[config.mk]
export PLATFORM = sky130hd
export DESIGN_NAME = icd_cmd_host
export DESIGN_NICKNAME = d
export VERILOG_FILES = /design/src/rtl/icd_pkg.sv /design/src/rtl/icd_cmd_fifo.sv /design/src/rtl/icd_cmd_host.sv
export SDC_FILE = /design/constraint.sdc
export NUM_CORES = 1
export LEC_CHECK = 0
export ABC_AREA = 1
export CORE_MARGIN = 10
export CORE_UTILIZATION = 55
export CTS_CLUSTER_DIAMETER = 60
export CTS_CLUSTER_SIZE = 24
export DETAILED_ROUTE_END_ITERATION = 16
export PLACE_DENSITY = 0.8
export REMOVE_ABC_BUFFERS = 1
export SYNTH_ARGS = -nofsm -noshare
export SYNTH_HDL_FRONTEND = slang
export SYNTH_HIERARCHICAL = 1
export SYNTH_SLANG_ARGS = --single-unit
export TNS_END_PERCENT = 100
[constraint.sdc]
create_clock -name clk -period 2.2 [get_ports clk]
set_clock_uncertainty 0.1 [all_clocks]
set_input_delay 0.44 -clock clk [delete_from_list [all_inputs] [get_ports clk]]
set_output_delay 0.44 -clock clk [all_outputs]
set_load 0.05 [all_outputs]
[src/rtl/icd_pkg.sv]
// Shared constants and types for the image display controller host side:
// command codes, frame geometry, datapath widths and the ACK timeout.
package icd_pkg;

   typedef enum logic [2:0] {
      CMD_WRITE       = 3'd0,
      CMD_SHIFT_UP    = 3'd1,
      CMD_SHIFT_DOWN  = 3'd2,
      CMD_SHIFT_LEFT  = 3'd3,
      CMD_SHIFT_RIGHT = 3'd4,
      CMD_AVERAGE     = 3'd5,
      CMD_MIRROR_X    = 3'd6,
      CMD_MIRROR_Y    = 3'd7
   } icd_cmd_e;

   localparam int IMG_PIXELS  = 64;
   localparam int CMD_W       = 3;
   localparam int PIX_W       = 8;
   localparam int ADDR_W      = 6;
   localparam int CNT_W       = 7;
   localparam int SUM_W       = 14;
   localparam int ACK_TIMEOUT = 4;

   typedef enum logic [1:0] {
      ST_IDLE  = 2'd0,
      ST_ISSUE = 2'd1,
      ST_ACK   = 2'd2,
      ST_HOLD  = 2'd3
   } issue_state_e;

endpackage

[src/rtl/icd_cmd_fifo.sv]
// Synchronous command FIFO with full/empty flags. A push while full is
// dropped; full is judged on the occupancy at the start of the cycle, so a
// same-cycle pop never frees a slot for a concurrent push.
module icd_cmd_fifo #(
   parameter int FIFO_DEPTH = 4,
   parameter int WIDTH      = 3
) (
   input  logic             clk,
   input  logic             reset,
   input  logic             push,
   input  logic [WIDTH-1:0] push_data,
   input  logic             pop,
   output logic [WIDTH-1:0] pop_data,
   output logic             full,
   output logic             empty
);

   localparam int PTR_W = $clog2(FIFO_DEPTH);

   logic [WIDTH-1:0] mem [FIFO_DEPTH];
   logic [PTR_W-1:0] wr_ptr;
   logic [PTR_W-1:0] rd_ptr;
   logic [PTR_W:0]   count;
   logic             do_push;
   logic             do_pop;

   assign full     = (count == (PTR_W+1)'(FIFO_DEPTH));
   assign empty    = (count == '0);
   assign do_push  = push && !full;
   assign do_pop   = pop && !empty;
   assign pop_data = mem[rd_ptr];

   // Pointer and occupancy bookkeeping; pointers wrap since depth is a power of two
   always_ff @(posedge clk or negedge reset) begin
      if (!reset) begin
         wr_ptr <= '0;
         rd_ptr <= '0;
         count  <= '0;
      end else begin
         if (do_push) wr_ptr <= wr_ptr + 1'b1;
         if (do_pop)  rd_ptr <= rd_ptr + 1'b1;
         case ({do_push, do_pop})
            2'b10:   count <= count + 1'b1;
            2'b01:   count <= count - 1'b1;
            default: count <= count;
         endcase
      end
   end

   // Storage array; contents need no reset because occupancy gates every read
   always_ff @(posedge clk) begin
      if (do_push) mem[wr_ptr] <= push_data;
   end

endmodule

[src/rtl/icd_cmd_host.sv]
// Host-side counterpart of the image display controller: queues commands,
// issues them one at a time with a single-cycle cmd_valid while busy is low,
// and sums the 64-pixel IRB write-back frame.
// Optional build macro ICD_HOST_ADDR_CHECK_EN: when defined, every captured
// pixel address must equal the running pixel count or addr_err latches high.
module icd_cmd_host
   import icd_pkg::*;
#(
   parameter int FIFO_DEPTH = 4
) (
   input  logic        clk,
   input  logic        reset,
   input  logic [2:0]  q_cmd,
   input  logic        q_valid,
   output logic        q_ready,
   output logic [2:0]  cmd,
   output logic        cmd_valid,
   input  logic        busy,
   input  logic        IRB_RW,
   input  logic [5:0]  IRB_A,
   input  logic [7:0]  IRB_D,
   input  logic        done,
   output logic [13:0] frame_sum,
   output logic        frame_valid,
   output logic        addr_err
);

   localparam int ACK_W = $clog2(ACK_TIMEOUT);
   localparam logic [ACK_W-1:0] ACK_LAST = ACK_W'(ACK_TIMEOUT - 1);

   issue_state_e     state;
   issue_state_e     next_state;
   logic [ACK_W-1:0] ack_cnt;
   logic             fifo_full;
   logic             fifo_empty;
   logic             fifo_pop;
   logic [CMD_W-1:0] fifo_head;
   logic             issue_next;
   logic             arm_capture;
   logic             armed;
   logic             accept_p0;
   logic             done_p1;
   logic             done_rise;
   logic [CNT_W-1:0] pix_cnt;
   logic [SUM_W-1:0] acc;

   // Pixel accumulate; 64 x 255 fits in SUM_W, so no saturation is needed
   function automatic logic [SUM_W-1:0] pix_add(input logic [SUM_W-1:0] a,
                                                input logic [PIX_W-1:0] d);
      return a + SUM_W'(d);
   endfunction

   icd_cmd_fifo #(
      .FIFO_DEPTH (FIFO_DEPTH),
      .WIDTH      (CMD_W)
   ) u_fifo (
      .clk       (clk),
      .reset     (reset),
      .push      (q_valid),
      .push_data (q_cmd),
      .pop       (fifo_pop),
      .pop_data  (fifo_head),
      .full      (fifo_full),
      .empty     (fifo_empty)
   );

   assign q_ready = !fifo_full;

   // Issue FSM state register plus the busy-low counter used only in ACK
   always_ff @(posedge clk or negedge reset) begin
      if (!reset) begin
         state   <= ST_IDLE;
         ack_cnt <= '0;
      end else begin
         state   <= next_state;
         ack_cnt <= (state == ST_ACK) ? ack_cnt + 1'b1 : '0;
      end
   end

   // Next-state: busy is deliberately not looked at in ISSUE
   always_comb begin
      next_state = state;
      case (state)
         ST_IDLE:  if (!fifo_empty && !busy) next_state = ST_ISSUE;
         ST_ISSUE: next_state = ST_ACK;
         ST_ACK: begin
            if (busy)                     next_state = ST_HOLD;
            else if (ack_cnt == ACK_LAST) next_state = ST_IDLE;
         end
         ST_HOLD:  if (!busy) next_state = ST_IDLE;
         default:  next_state = ST_IDLE;
      endcase
   end

   // FSM outputs: pop and arm in ISSUE; strobe is precomputed so it can be registered
   always_comb begin
      fifo_pop    = (state == ST_ISSUE);
      arm_capture = (state == ST_ISSUE) && (fifo_head == CMD_WRITE);
      issue_next  = (next_state == ST_ISSUE);
   end

   // Registered command outputs; cmd holds the last issued code between strobes
   always_ff @(posedge clk or negedge reset) begin
      if (!reset) begin
         cmd_valid <= 1'b0;
         cmd       <= '0;
      end else begin
         cmd_valid <= issue_next;
         if (issue_next) cmd <= fifo_head;
      end
   end

   // ---- stage p0: raw IRB sample; p1: previous done for edge detect ----
   assign accept_p0 = !IRB_RW;
   assign done_rise = done && !done_p1;

   // Frame capture: accumulate every write; a done edge mid-frame abandons it
   always_ff @(posedge clk or negedge reset) begin
      if (!reset) begin
         done_p1     <= 1'b0;
         armed       <= 1'b0;
         pix_cnt     <= '0;
         acc         <= '0;
         frame_sum   <= '0;
         frame_valid <= 1'b0;
      end else begin
         done_p1     <= done;
         frame_valid <= 1'b0;
         armed       <= armed | arm_capture;
         if (done_rise && (pix_cnt != '0)) begin
            pix_cnt <= '0;
            acc     <= '0;
         end else if (accept_p0) begin
            if (pix_cnt == CNT_W'(IMG_PIXELS - 1)) begin
               frame_sum   <= pix_add(acc, IRB_D);
               frame_valid <= 1'b1;
               pix_cnt     <= '0;
               acc         <= '0;
               armed       <= 1'b0;
            end else begin
               acc     <= pix_add(acc, IRB_D);
               pix_cnt <= pix_cnt + 1'b1;
            end
         end
      end
   end

`ifdef ICD_HOST_ADDR_CHECK_EN
   // Sticky flag for any write whose address departs from the running count
   always_ff @(posedge clk or negedge reset) begin
      if (!reset)
         addr_err <= 1'b0;
      else if (accept_p0 && (IRB_A != pix_cnt[ADDR_W-1:0]))
         addr_err <= 1'b1;
   end
`else
   logic unused_irb_a;
   assign unused_irb_a = ^IRB_A;
   assign addr_err     = 1'b0;
`endif

endmodule

==> PnR_summary.wiki <==
== Implementation results ==
{| class="wikitable"
! Metric !! Value
|-
| Routed wire per std cell || 12.8 um
|-
| R2R depth || 10
|-
| Met1 Routed Length || 2990 um
|-
| Buffers outside the clock class || 44
|-
| Max_slew headroom || 0.563
|-
| Data arrival time of the critical path || 2.31 ns
|-
| Antenna-violating nets left || 0
|-
| Sequential cell area in the final layout || 1660 um2
|-
| Commonest non-fill, non-tap cells in the layout || 157 x sky130_fd_sc_hd__nand2_1, 56 x sky130_fd_sc_hd__inv_1, 52 x sky130_fd_sc_hd__dfrtp_1
|-
| Setup bufs post-CTS || 0
|-
| Crit path depth || 10
|-
| Average cell area after synthesis || 8.37 um2
|-
| Class of the most critical setup path || primary input to flop
|-
| Global placer's final weighted congestion || 0.865
|-
| Final layout net count || 494
|-
| FP Rows || 28
|-
| Number of levels the H-tree was split into || 3
|-
| Tightest Hold Check Type || primary input to async pin
|-
| Most used standard cells in the synthesized netlist || 157 x sky130_fd_sc_hd__nand2_1, 56 x sky130_fd_sc_hd__inv_1, 52 x sky130_fd_sc_hd__dfrtp_1, 32 x sky130_fd_sc_hd__nand3_1, 18 x sky130_fd_sc_hd__nor2_1
|-
| Non-CTS inverters || 59
|-
| Total length of routed wires || 6810 um
|-
| Flops & latches, synth || 64
|-
| Cell type contributing the most total cell area after synthesis || sky130_fd_sc_hd__dfrtp_1
|-
| Clock Tree Root || sky130_fd_sc_hd__clkbuf_8
|-
| Largest registers in the final layout || acc x14, frame_sum x14, u_fifo/mem x12
|-
| Antenna violations before repair || 0
|-
| Most common cell in the synthesized netlist || sky130_fd_sc_hd__nand2_1
|-
| CTS sink count || 64
|-
| Number of warnings in the stage logs || 35
|-
| Result of the run || finished clean
|-
| Launching element of the worst setup path || IRB_D[0]
|-
| Count of unique library cells instantiated by Yosys || 32
|-
| Area used by multi-input combinational logic || 1450 um2
|}
## logic make-up after synthesis
| kind of cell | share of synthesized area |
|---|---|
| simple gates | 0.292 |
| buf+inv | 0.0814 |
| flops | 0.491 |
| compound gates | 0.0366 |
| fa+ha+maj | 0.0711 |
| xor+xnor | 0.0259 |
| other cells | 0.00111 |
## per-stage QoR
stage / total power, mW / setup TNS (ns) / cells / hold slack (ns) / utilization
2_1_floorplan: 2.96 / 0 / 398 / 0.0444 / -
3_3_place_gp: 3.40 / -1.38 / 517 / 0.320 / 0.648
3_5_place_dp: 3.48 / -2.01 / 517 / 0.331 / 0.648
4_1_cts: 4.36 / 0 / 533 / 0.131 / 0.676
5_1_grt: 4.69 / 0 / 533 / 0.155 / 0.676
6_report: 4.34 / 0 / 533 / 0.106 / 0.676
Fig. 1: metal 3
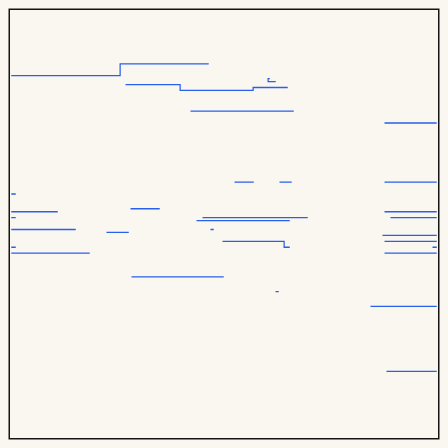
wire length on this layer: 366 um
share of all routed wire: 5.4%
main direction: horizontal

Fig. 2: sequential cells grouped by signal name
Other sequential cells in the stronger grey, the rest of the logic in the fainter grey.
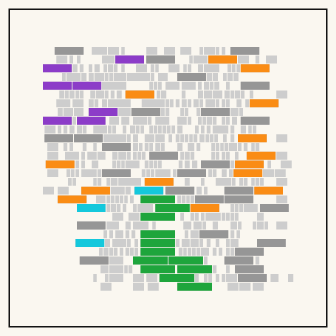
[orange] frame_sum | flops: 14
[green] u_fifo/mem | flops: 12 | where: south
[cyan] u_fifo/count | flops: 3
[purple] pix_cnt | flops: 7 | where: north-west
not coloured: 28

Fig. 3: routed metal, one colour a layer
Only two layers are drawn.
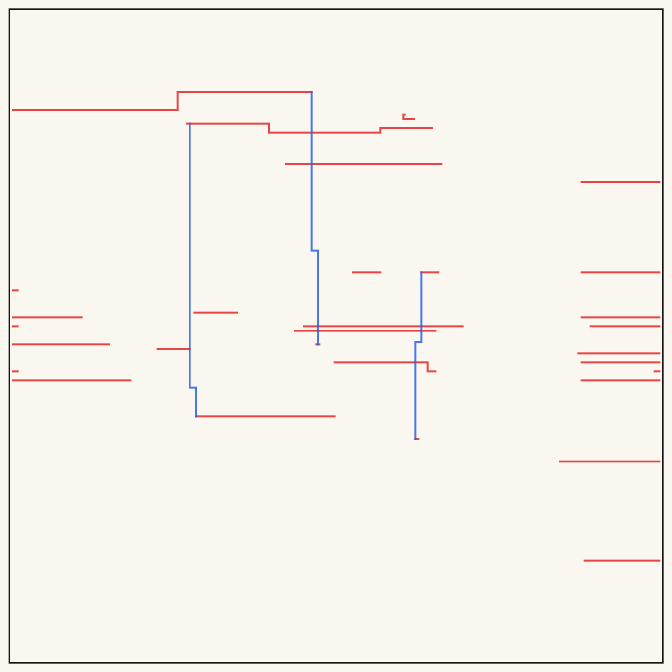
[blue] metal 4 | wire length: 110 um
[red] metal 3 | wire length: 366 um

Fig. 4: routing congestion map
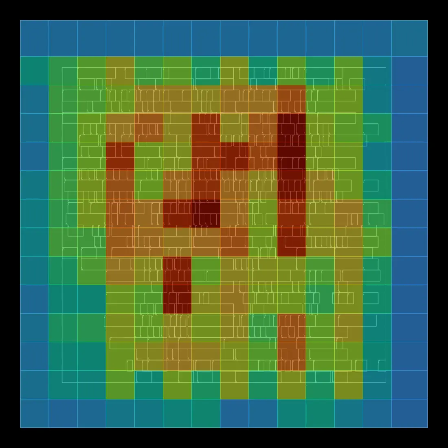
end-of-flow core utilization: 0.676
met2 track demand over resource: 0.254
global-route met3 utilization: 0.0550

Fig. 5: ports around the boundary
Pins as bars across the die edge, other pins in grey.
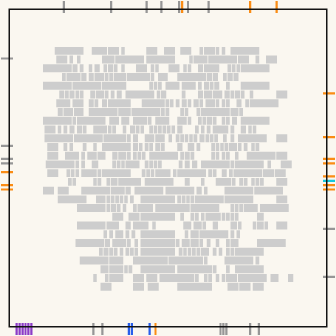
[cyan] frame_valid | pins: 1 | direction: output | edge: east
[purple] IRB_A | pins: 6 | direction: input | edge: south
[orange] frame_sum | pins: 14 | direction: output | edge: 7 east, 3 west, 3 north, 1 south
[blue] q_cmd | pins: 3 | direction: input | edge: south

Power is estimated from default activity; no workload was simulated.
